`src/rtl/cia_timer_bank_pkg.sv`:
```
// cia_timer_bank_pkg: shared control-byte layout and register types for the CIA timer bank
package cia_timer_bank_pkg;
    typedef enum logic [1:0] {TB_PHI2, TB_CNT, TB_CASC, TB_CASC_CNT} tbinmode_t;
    typedef struct packed {
        logic      rsvd;
        logic      ien;
        tbinmode_t inmode;
        logic      load;
        logic      oneshot;
        logic      outmode;
        logic      start;
    } tbctrl_t;
    typedef struct packed {
        logic [23:0] latch;
        logic [23:0] counter;
        tbctrl_t     ctrl;
    } tbregs_t;
    localparam logic [1:0] CTRL_BYTE = 2'd3;
endpackage

```
`src/rtl/cia_timer_bank_if.sv`:
```
// cia_timer_bank_if: CPU register bus of the timer bank
interface cia_timer_bank_if #(parameter int NTIMERS = 4);
    localparam int AW = $clog2(NTIMERS) + 2;
    logic          we;
    logic [AW-1:0] addr;
    logic [7:0]    data;
    logic [7:0]    rdata;
    modport master (output we, addr, data, input rdata);
    modport slave (input we, addr, data, output rdata);
endinterface

```
`src/rtl/cia_timer_bank_ch.sv`:
```
// cia_timer_bank_ch: one down-counting interval timer channel with latch, control byte and tout
module cia_timer_bank_ch import cia_timer_bank_pkg::*; #(
    parameter int WIDTH = 16
) (
    input  logic       clk,
    input  logic       rst,
    input  logic       phi2_dn_i,
    input  logic       we_i,
    input  logic [1:0] byte_i,
    input  logic [7:0] data_i,
    input  logic       cnt_up_i,
    input  logic       cnt_i,
    input  logic       casc_i,
    output logic       ufl_o,
    output logic       intr_o,
    output logic       tout_o,
    output logic [7:0] rd_o
);
    localparam int NB = WIDTH / 8;
    logic [WIDTH-1:0] latch_q, latch_d, cnt_q, cnt_d;
    tbctrl_t ctrl_q, ctrl_d, wr_ctrl;
    logic tout_q, tout_d, wr, ctrl_wr, force_ld, top_ld, src, tick;
    always_comb begin
        wr = we_i & phi2_dn_i;
        wr_ctrl = tbctrl_t'(data_i);
        wr_ctrl.rsvd = 1'b0;
        wr_ctrl.load = 1'b0;
        ctrl_wr = wr & (byte_i == CTRL_BYTE);
        force_ld = ctrl_wr & data_i[3];
        top_ld = wr & (byte_i == 2'(NB - 1)) & ~ctrl_q.start;
        latch_d = latch_q;
        rd_o = byte_i == CTRL_BYTE ? 8'(ctrl_q) : 8'h00;
        for (int b = 0; b < NB; b++) begin
            if (wr && byte_i == 2'(b)) latch_d[b*8 +: 8] = data_i;
            if (byte_i == 2'(b)) rd_o = cnt_q[b*8 +: 8];
        end
        src = ctrl_q.inmode == TB_PHI2 ? 1'b1 : ctrl_q.inmode == TB_CNT ? cnt_up_i :
              ctrl_q.inmode == TB_CASC ? casc_i : casc_i & cnt_i;
        // loads pre-empt the tick entirely: no decrement and no underflow
        tick = ctrl_q.start & phi2_dn_i & src & ~force_ld & ~top_ld & ~rst;
        ufl_o = tick & (cnt_q == '0);
        intr_o = ufl_o & ctrl_q.ien;
        cnt_d = force_ld ? latch_q : top_ld ? latch_d : ufl_o ? latch_q : tick ? cnt_q - WIDTH'(1) : cnt_q;
        ctrl_d = ctrl_wr ? wr_ctrl : ctrl_q;
        ctrl_d.start = ctrl_wr ? wr_ctrl.start : ctrl_q.start & ~(ufl_o & ctrl_q.oneshot);
        tout_d = ~phi2_dn_i ? tout_q : (ctrl_wr & wr_ctrl.start & ~ctrl_q.start & wr_ctrl.outmode) ? 1'b1 :
                 ctrl_q.outmode ? tout_q ^ ufl_o : ufl_o;
    end
    always_ff @(posedge clk) begin
        if (rst) begin
            latch_q <= '1;
            cnt_q <= '1;
            ctrl_q <= '0;
            tout_q <= 1'b0;
        end else begin
            latch_q <= latch_d;
            cnt_q <= cnt_d;
            ctrl_q <= ctrl_d;
            tout_q <= tout_d;
        end
    end
    assign tout_o = tout_q;
endmodule

```
`src/rtl/cia_timer_bank.sv`:
```
// cia_timer_bank: NTIMERS cascadable CIA-style interval timers with address decode and read mux
module cia_timer_bank import cia_timer_bank_pkg::*; #(
    parameter int NTIMERS = 4,
    parameter int WIDTH = 16,
    localparam int AW = $clog2(NTIMERS) + 2
) (
    input  logic               clk,
    input  logic               rst,
    cia_timer_bank_if.slave    bus,
    input  logic               phi2_dn_i,
    input  logic               cnt_up_i,
    input  logic               cnt_i,
    output logic [NTIMERS-1:0] ufl_o,
    output logic [NTIMERS-1:0] intr_o,
    output logic [NTIMERS-1:0] tout_o
);
    logic [AW-1:0] addr;
    logic [3:0] ch_sel;
    logic [7:0] rd [NTIMERS];
    assign addr = bus.addr;
    assign ch_sel = 4'(addr >> 2);
    for (genvar i = 0; i < NTIMERS; i++) begin : ch_g
        // separate per-channel nets keep the combinational ufl cascade acyclic
        logic u, casc;
        if (i == 0) begin : g_first
            assign casc = 1'b0;
        end else begin : g_next
            assign casc = ch_g[i-1].u;
        end
        cia_timer_bank_ch #(.WIDTH(WIDTH)) u_ch (
            .clk(clk),
            .rst(rst),
            .phi2_dn_i(phi2_dn_i),
            .we_i(bus.we & (ch_sel == 4'(i))),
            .byte_i(addr[1:0]),
            .data_i(bus.data),
            .cnt_up_i(cnt_up_i),
            .cnt_i(cnt_i),
            .casc_i(casc),
            .ufl_o(u),
            .intr_o(intr_o[i]),
            .tout_o(tout_o[i]),
            .rd_o(rd[i])
        );
        assign ufl_o[i] = u;
    end
    always_comb begin
        bus.rdata = 8'h00;
        for (int k = 0; k < NTIMERS; k++)
            if (ch_sel == 4'(k)) bus.rdata = rd[k];
    end
endmodule
```
`src/flat_wrapper.sv`:
```
// flat-port wrapper written by rule: the top's interface ports become plain ports
module cia_timer_bank_flat import cia_timer_bank_pkg::*;
#(
    parameter int NTIMERS = 4,
    parameter int WIDTH = 16,
    localparam int AW = $clog2(NTIMERS) + 2
)
  (clk, rst, phi2_dn_i, cnt_up_i, cnt_i, ufl_o, intr_o, tout_o, bus_we, bus_addr, bus_data, bus_rdata);
  cia_timer_bank_if #(.NTIMERS(NTIMERS)) bus_i ();
  input  logic clk;
  input  logic rst;
  input  logic phi2_dn_i;
  input  logic cnt_up_i;
  input  logic cnt_i;
  output logic [NTIMERS-1:0] ufl_o;
  output logic [NTIMERS-1:0] intr_o;
  output logic [NTIMERS-1:0] tout_o;
  input wire logic [$bits(bus_i.we)-1:0] bus_we;
  input wire logic [$bits(bus_i.addr)-1:0] bus_addr;
  input wire logic [$bits(bus_i.data)-1:0] bus_data;
  output wire logic [$bits(bus_i.rdata)-1:0] bus_rdata;
  assign bus_i.we = bus_we;
  assign bus_i.addr = bus_addr;
  assign bus_i.data = bus_data;
  assign bus_rdata = bus_i.rdata;
  cia_timer_bank #(.NTIMERS(NTIMERS), .WIDTH(WIDTH)) u_core (.clk(clk), .rst(rst), .bus(bus_i), .phi2_dn_i(phi2_dn_i), .cnt_up_i(cnt_up_i), .cnt_i(cnt_i), .ufl_o(ufl_o), .intr_o(intr_o), .tout_o(tout_o));
endmodule
```
`config.mk`:
```
export PLATFORM = sky130hd
export DESIGN_NAME = cia_timer_bank_flat
export DESIGN_NICKNAME = d
export VERILOG_FILES = /design/src/rtl/cia_timer_bank_pkg.sv /design/src/rtl/cia_timer_bank_if.sv /design/src/rtl/cia_timer_bank_ch.sv /design/src/rtl/cia_timer_bank.sv /design/src/flat_wrapper.sv
export SDC_FILE = /design/constraint.sdc
export NUM_CORES = 1
export LEC_CHECK = 0
export ABC_AREA = 1
export CORE_ASPECT_RATIO = 1.4
export CORE_MARGIN = 3
export CORE_UTILIZATION = 57
export CTS_CLUSTER_SIZE = 25
export DETAILED_ROUTE_END_ITERATION = 16
export PLACE_DENSITY = 0.75
export SYNTH_ARGS = -nofsm -noshare
export SYNTH_HDL_FRONTEND = slang
export SYNTH_SLANG_ARGS = --single-unit
```
`constraint.sdc`:
```
create_clock -name clk -period 6.35 [get_ports clk]
set_clock_uncertainty 0.05 [all_clocks]
set_input_delay 0.635 -clock clk [delete_from_list [all_inputs] [get_ports clk]]
set_output_delay 0.635 -clock clk [all_outputs]
set_load 0.01 [all_outputs]
```
Figure 1. Track usage over the die (run 1).
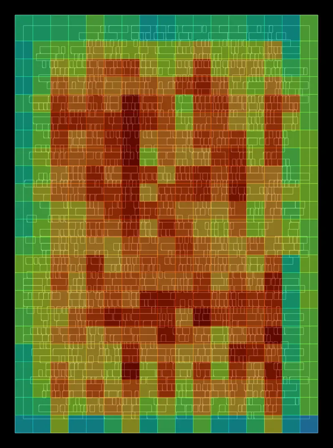
Avg WL per Cell: 18.85 um
gr busiest metal: met2
met3 usage: 7.001%
grt met1 use: 40.71%

Figure 2. Placed cells, one color a class (run 1).
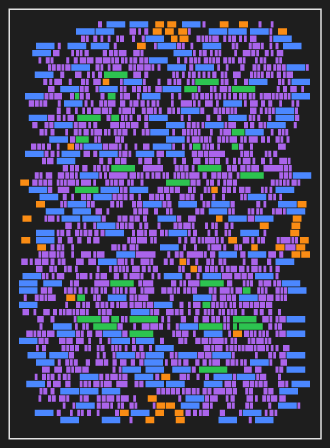
legend:
  blue:
    class: flops
    cells: 156
    share_of_their_area: 30%
  green:
    class: clock drivers and dummy loads
    cells: 32
    share_of_their_area: 5.8%
  purple:
    class: all other logic
    cells: 1,241
    share_of_their_area: 60%
  orange:
    class: other buffers and delay cells
    cells: 45
    share_of_their_area: 4.1%
Core Rows: 56
Layout Utilization: 63.74%
Seq/total area: 29.01%

Figure 3. Drive-strength map (run 1).
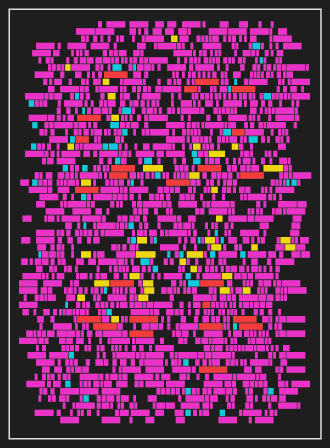
legend:
  red:
    size: drive 6 and up
    cells: 24
    share: 1.6%
  magenta:
    size: drive 1 or less
    cells: 1,354
    share: 92%
  yellow:
    size: drive 3 to 4
    cells: 36
    share: 2.4%
  cyan:
    size: drive 2
    cells: 60
    share: 4.1%
Non-clk bufs: 45
area grow syn2layout: 8.871%
Final WS setup: 1.253 ns

==> impl_metrics.tcl, run 1 <==
# collected from the flow reports
set metrics [dict create \
    clock_latency_ns 0.44 \
    hold_class "reg -> reg" \
    async_flop_share_pct 0 \
    gp_congestion 0.9885 \
    comb_area_mm2 0.005564 \
    synthesis.area_mm2 0.009887 \
    placed_area_mm2 0.01016 \
    topCellsByArea "dfxtp_1 32%, nand2_1 10%, o21ai_0 8.6%" \
    startpoint_type "primary input" \
    first_pass_iters 6 \
    layout_top_cells "275 x nand2_1, 173 x inv_1, 169 x o21ai_0" \
    grt_use_total_pct 33.25 \
    grt_pass1_vias 9575 \
    finalPower_mw 2.285 \
    cts_sinks 156 \
    synth_top_flop_cell "dfxtp_1" \
    warnings 29 \
    fp_nets 1508 \
    netlist_top_cells_count "275 x nand2_1, 174 x inv_1, 169 x o21ai_0" \
    fmax_mhz 196.2 \
    worstMarginPinSlew_ns 1.126 \
    top_layer "met4" \
    core_area_mm2 0.01689 \
    path_clk_slew_ns 0.07 \
    yosys.area.top_type "dfxtp_1" \
    pin_count 38 \
    hold_buffers 0 \
    die_area_mm2 0.01898 \
    wl_met1_um 12780 \
    ys.flops 156 \
    ys_sh_xor_pct 3.809 \
    arrival_ns 4.41 \
    htreeDepth 4 \
    power.internal_mw 1.675 \
    fin_crit_sh_pct 80.27 \
    maxSlewHeadroom_pct 24.96 \
    via_per_inst 6.057 \
    dpl_worst_slack_ns 1.359 \
    dp_hpwl_um 21790 \
    slew_violations 0 \
    period_needed_ns 5.097 \
    finalSetupViolations 0 \
    n_fill_cell 1563 \
    ctsResizeCount 0 \
    initial_core_util_pct 58.55 \
    cts_setup_buffers 0 \
    endpoint_kind "output pin" \
    yosysUniqueCellTypes 49 \
    grt_max_degree 106 \
    logic_family "simple AND/OR/NAND/NOR gates" \
    swShare_pct 26.70 \
    drtIter0Drc 1266 \
    met2_usage_pct 54.61 \
    adder_share_pct 0.6328 \
    ant_nets 0 \
    status "finished, final reports clean" \
]
==> run 1: sequential cells by signal (all words and copies together) (netlist names) <==
signal,cells
u_core.ch_g.u_ch.cnt_q,64
u_core.ch_g.u_ch.ctrl_q,24
u_core.ch_g.u_ch.tout_o,4
u_core.ch_g.u_ch.latch_q,64
==> run 1: layout make-up <==
class                           instances  area share (%)
Multi-Input combinational cell       1042           51.69
Sequential cell                       156           29.01
Tap cell                              232           2.697
Clock buffer                           20           4.336
Inverter                              199           6.974
Clock inverter                         12           1.290
Timing Repair Buffer                   45           3.999
==> run 1: power groups by stage <==
stage | clock (mW) | sequential [mW] | combinational, mW
floorplan | 0 | 1.03 | 0.126
global route | 1.11 | 1.01 | 0.224
CTS | 1.07 | 1.01 | 0.203
finish | 1.07 | 1.01 | 0.209
global placement | 0 | 1.03 | 0.200
detailed placement | 0 | 1.03 | 0.201
==> run 1: final timing paths <==
| path | to | cells after the start | slack, ns | startpoint |
|---|---|---|---|---|
| worst max-delay path | ufl_o[3] | 14 | 1.25 | phi2_dn_i |
| worst min register to register | u_core.ch_g[2].u_ch.cnt_q[1] | 2 | 0.44 | u_core.ch_g[2].u_ch.cnt_q[1] |
| worst min-delay path | u_core.ch_g[2].u_ch.cnt_q[1] | 2 | 0.44 | u_core.ch_g[2].u_ch.cnt_q[1] |
| worst max register to register | u_core.ch_g[1].u_ch.cnt_q[2] | 15 | 3.04 | u_core.ch_g[0].u_ch.cnt_q[0] |
==> run 1: worst max-delay path, stage by stage <==
cell,delay [ns]
clkdlybuf4s50_1,0.77
nand2_1,0.20
nor2_1,0.17
inv_1,0.07
nor2_1,0.54
inv_1,0.13
nor2_1,0.12
buf_4,0.29
inv_1,0.28
nand3_1,0.19
inv_1,0.16
nand3_4,0.22
inv_2,0.14
clkdlybuf4s50_1,0.50
--- run 2 (diff from run 1) ---
Settings changed: CORE_UTILIZATION 57 to 56, PLACE_DENSITY 0.75 to 0.77.
Clock period 6.35 ns to 4.3 ns, I/O delays scaled along.
Figure 4. Track usage over the die (run 2).
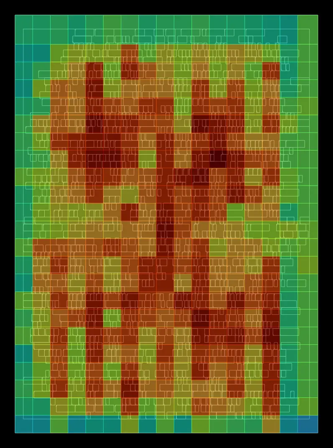
Avg WL per Cell: 18.64 um
Layout Utilization: 63.98%

==> run 2 against run 1 <==
Clock power is 38% higher. Global-route usage hardly changed. Synthesized cell count stayed put. Combinational power is 51% higher. Via count is 1.4% higher. First-iteration DRC count is 0.16% lower. Clock-buffer cell count is 2 higher. Critical path type unchanged. Critical endpoint unchanged. Largest cell class unchanged. Highest routed layer unchanged.
==> impl_metrics.tcl, run 2 <==
# collected from the flow reports
set metrics [dict create \
    grt_pass1_wl_um 51430 \
    cellPowerDensity_mw_per_mm2 301.2 \
    grt_max_degree 72 \
    tap_cells 232 \
    ir_drop_uv 253.7 \
    n_all_buffers 68 \
    die_area_mm2 0.01931 \
    postSynthSeqShare_pct 31.59 \
    via_per_inst 6.066 \
    initial_core_util_pct 58.07 \
    dominant-cell-class "combinational gates" \
    area_delta_synth_final_pct 10.19 \
    cts_setup_buffers 0 \
    avgSynthCellArea_um2 6.658 \
    async_flop_share_pct 0 \
    yosys_cells 1485 \
    ctsResizeCount 0 \
    drtIter0Drc 1264 \
    inverters 199 \
    dp_hpwl_um 22280 \
    yosys.area.top_type "dfxtp_1" \
    gp_congestion 1.017 \
    status "finished, final reports clean" \
    clock_buffers 22 \
    cts_root_buffer "clkbuf_16" \
    ys.flops 156 \
    dpl_worst_slack_ns 0.3883 \
    comb_area_mm2 0.005564 \
    ant_nets 0 \
    first_pass_iters 6 \
    finalSetupViolations 0 \
    hold_class "reg -> reg" \
    yosysUniqueCellTypes 49 \
    comb_cells 1042 \
    core_area_mm2 0.01703 \
    netlist_top_cells_count "275 x nand2_1, 174 x inv_1, 169 x o21ai_0" \
    path_clk_slew_ns 0.06 \
    wl_um 32220 \
    fin_crit_sh_pct 93.12 \
    worstMarginPinSlew_ns 0.9224 \
    grt_use_total_pct 33.25 \
    placed_area_mm2 0.01033 \
    seq_area_mm2 0.003123 \
    topCellsByArea "dfxtp_1 32%, nand2_1 10%, o21ai_0 8.6%" \
    synth_top_flop_cell "dfxtp_1" \
    fmax_mhz 249.8 \
    hold_buffers 0 \
    die_w_um 118.3 \
    slew_violations 0 \
    comb-cell-share_pct 51.07 \
    leakage_nw 4.955 \
    period_needed_ns 4.004 \
    flops 156 \
    dpl.cell_count 1697 \
    warnings 27 \
    die_h_um 163.2 \
    seq-cell-share_pct 28.67 \
    endpoint_kind "output pin" \
    drv_cap 0 \
    finalPower_mw 3.282 \
    ys_chip_area_mm2 0.009887 \
    top_regs "u_core.ch_g.u_ch.cnt_q (64), u_core.ch_g.u_ch.latch_q (64), u_core.ch_g.u_ch.ctrl_q (24)" \
    synthesis.area_mm2 0.009887 \
    cts_sinks 156 \
    htreeDepth 4 \
    fp_nets 1508 \
    edf_count 0 \
    clkCellAreaFrac_pct 5.168 \
    maxSlewHeadroom_pct 38.44 \
    fp-row-count 56 \
    startpoint_type "primary input" \
    n_fill_cell 1604 \
    layout_top_cells "275 x nand2_1, 173 x inv_1, 169 x o21ai_0" \
    nonClkBufAreaFrac_pct 5.536 \
    clock_latency_ns 0.44 \
    pin_count 38 \
    grt_pass1_vias 9810 \
    arrival_ns 3.52 \
]
Figure 5. Drive-strength map (run 2).
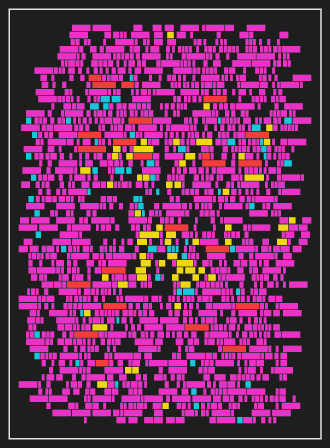
legend:
  magenta:
    size: drive 1 or less
    cells: 1,356
    share: 91%
  red:
    size: drive 6 and up
    cells: 23
    share: 1.5%
  cyan:
    size: drive 2
    cells: 60
    share: 4.0%
  yellow:
    size: drive 3 to 4
    cells: 57
    share: 3.8%
Final WS setup: 0.2960 ns
finished layout cell area: 0.01089 mm2

-- run 2: cell counts after synthesis --
Identical to the previous run, type by type.
-- run 2: worst paths after layout --
kind	from	to	slack, ns	depth (start not counted)
max	phi2_dn_i	ufl_o[3]	0.30	13
min reg2reg	u_core.ch_g[2].u_ch.cnt_q[1]	u_core.ch_g[2].u_ch.cnt_q[1]	0.43	2
min	u_core.ch_g[2].u_ch.cnt_q[1]	u_core.ch_g[2].u_ch.cnt_q[1]	0.43	2
max reg2reg	u_core.ch_g[0].u_ch.cnt_q[10]	u_core.ch_g[1].u_ch.cnt_q[14]	1.21	15
-- run 2: logic make-up (layout without fill, tap and decap cells) --
kind of cell / after synthesis / count (layout) / share of synthesized area [%]
buf+inv: 287 / 298 / 12.14
simple gates: 574 / 574 / 26.84
flops: 156 / 156 / 31.59
fa+ha+maj: 5 / 5 / 0.6328
compound gates: 420 / 420 / 24.99
xor+xnor: 43 / 43 / 3.809
-- run 2: routing by layer --
layer | GRT usage (%) | share of wire (%)
met5 | 0 | 0
met4 | 21.07 | 6.4
met3 | 5.888 | 7.5
met2 | 54.15 | 47
met1 | 40.68 | 40
-- run 2: power by group --
part	leakage (nW)	total (mW)	internal (mW)	switching, mW
Clock	0.269	1.48	0.841	0.635
Combinational	3.42	0.315	0.103	0.212
Sequential	1.27	1.49	1.47	0.0215
-- run 2: worst max-delay path: stages --
cell,delay [ns]
clkdlybuf4s50_1,0.70
buf_4,0.22
inv_1,0.04
nor2_1,0.22
inv_1,0.09
nor3_2,0.28
nand4_4,0.15
nand2_2,0.11
nand4_4,0.10
nand2_4,0.14
nand3_4,0.19
inv_2,0.25
clkdlybuf4s50_1,0.58
--- run 3 (diff from run 2) ---
Settings changed: CORE_UTILIZATION 56 to 57, CTS_BUF_LIST from default to sky130_fd_sc_hd__clkbuf_2, PLACE_DENSITY 0.77 to 0.75.
Clock period 4.3 ns to 4.45 ns, I/O delays scaled along.
Figure 6. Cell density map (run 3).
12 x 16 tiles, from black (low) to pale yellow (high), 0 to 100% covered.
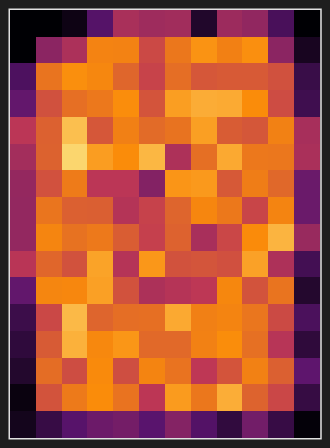
fullest tile: 91%
nearly empty tiles: 2.6%
tiles over 75% full: 15%
mean over tiles: 54%
Core Util at FP: 58.55%
core box area: 0.01689 mm2

==> run 3 against run 2 <==
Die size decreased by 1.7%. Register-to-register slack improved by 0.12 ns. Non-clock buffer count decreased by 1. Worst hold slack got worse by 0.14 ns. Synthesized cell count unchanged. Critical path type is now reg -> out.
==> impl_metrics.tcl, run 3 <==
# collected from the flow reports
set metrics [dict create \
    dp_hpwl_um 21760 \
    hold_buffers 0 \
    sequentialPowerShare_pct 56.7 \
    hold_class "in -> reg" \
    period_needed_ns 4.241 \
    power.internal_mw 1.794 \
    fp_nets 1508 \
    max_stage_delay_ns 0.58 \
    warnings 27 \
    ant_nets 0 \
    edf_count 0 \
    gp_congestion 0.9884 \
    top_regs "u_core.ch_g.u_ch.cnt_q (64), u_core.ch_g.u_ch.latch_q (64), u_core.ch_g.u_ch.ctrl_q (24)" \
    cellPowerDensity_mw_per_mm2 241.2 \
    status "finished, final reports clean" \
    area_delta_synth_final_pct 6.897 \
    cts_root_buffer "clkbuf_2" \
    cp.buffers_inverters 4 \
    topCellsByArea "dfxtp_1 32%, nand2_1 10%, o21ai_0 8.6%" \
    dpl_worst_slack_ns 0.6671 \
    ys.flops 156 \
    yosys.area.top_type "dfxtp_1" \
    endpoint_kind "output pin" \
    power.switching_uw 754.8 \
    slew_violations 0 \
    startpoint_type "flip-flop" \
    die_w_um 117.3 \
    fp-row-count 56 \
    first_pass_iters 6 \
    ys_chip_area_mm2 0.009887 \
    stdcell_area_mm2 0.01057 \
    fin_util_pct 62.59 \
    maxSlewHeadroom_pct 38.02 \
    synth_top_flop_cell "dfxtp_1" \
    layout_setup_ws_ns 0.2089 \
    netlist_top_cells_count "275 x nand2_1, 174 x inv_1, 169 x o21ai_0" \
    crit_slowest_cell "clkdlybuf4s50_1" \
    grt_use_total_pct 32.78 \
    swShare_pct 29.61 \
    grt_max_degree 75 \
]
Figure 7. Track usage over the die (run 3).
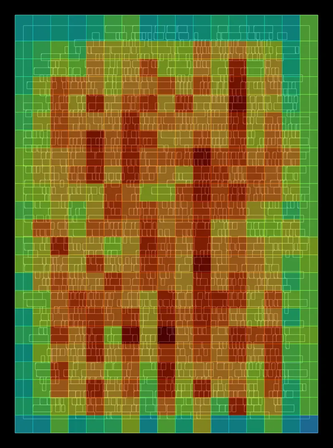
met2 GRT Util: 53.39%
Avg WL per Cell: 18.11 um
met3 usage: 6.757%

run 3: path summary, 6_finish.rpt:
check,from,to,slack [ns],cells after the start
worst max-delay path,u_core.ch_g[1].u_ch.cnt_q[0],ufl_o[3],0.21,13
worst min-delay path,bus_data[6],u_core.ch_g[3].u_ch.latch_q[6],0.30,3
worst max register to register,u_core.ch_g[0].u_ch.cnt_q[0],u_core.ch_g[1].u_ch.cnt_q[2],1.33,15
worst min register to register,u_core.ch_g[2].u_ch.cnt_q[1],u_core.ch_g[2].u_ch.cnt_q[1],0.45,2
run 3: cell type report:
class,count,area [um2]
antenna,2,5.005
clock buffer,22,110.1
clock inverter,10,117.6
fill,1628,6317
inverter,199,750.7
multi-input combinational,1042,5577
sequential,156,3123
tap,232,290.3
timing repair buffer,67,595.6
run 3: power by group through the flow:
stage	clock [mW]	sequential [mW]	combinational, mW
floorplan	0	1.46	0.180
finish	0.806	1.44	0.299
global placement	0	1.47	0.289
detailed placement	0	1.47	0.292
global route	0.868	1.45	0.324
CTS	0.821	1.44	0.293
run 3: layer usage:
metal / share of wire, % / routed length [um] / GRT usage (%) / vias up
met4: 4.8 / 1509 / 16.81 / 0
met5: 0 / 0 / 0 / -
li1: - / - / - / 4961
met1: 40 / 12510 / 41.26 / 4679
met3: 8.3 / 2611 / 6.757 / 104
met2: 47 / 14690 / 53.39 / 520
run 3: logic make-up after synthesis:
family                   synth area share (%)
XOR/XNOR                                3.809
adder cells (fa/ha/maj)                0.6328
buffers and inverters                   12.14
flip-flops                              31.59
AND/OR/NAND/NOR                         26.84
AND-OR/OR-AND                           24.99
run 3: timing repair:
item                                    4_1_cts  5_1_grt
gates resized                                 0        2
endpoints found under the hold margin         0        0
endpoints found under the setup margin        0        2
setup buffers                                 0        2
Power is estimated from default activity; no workload was simulated.
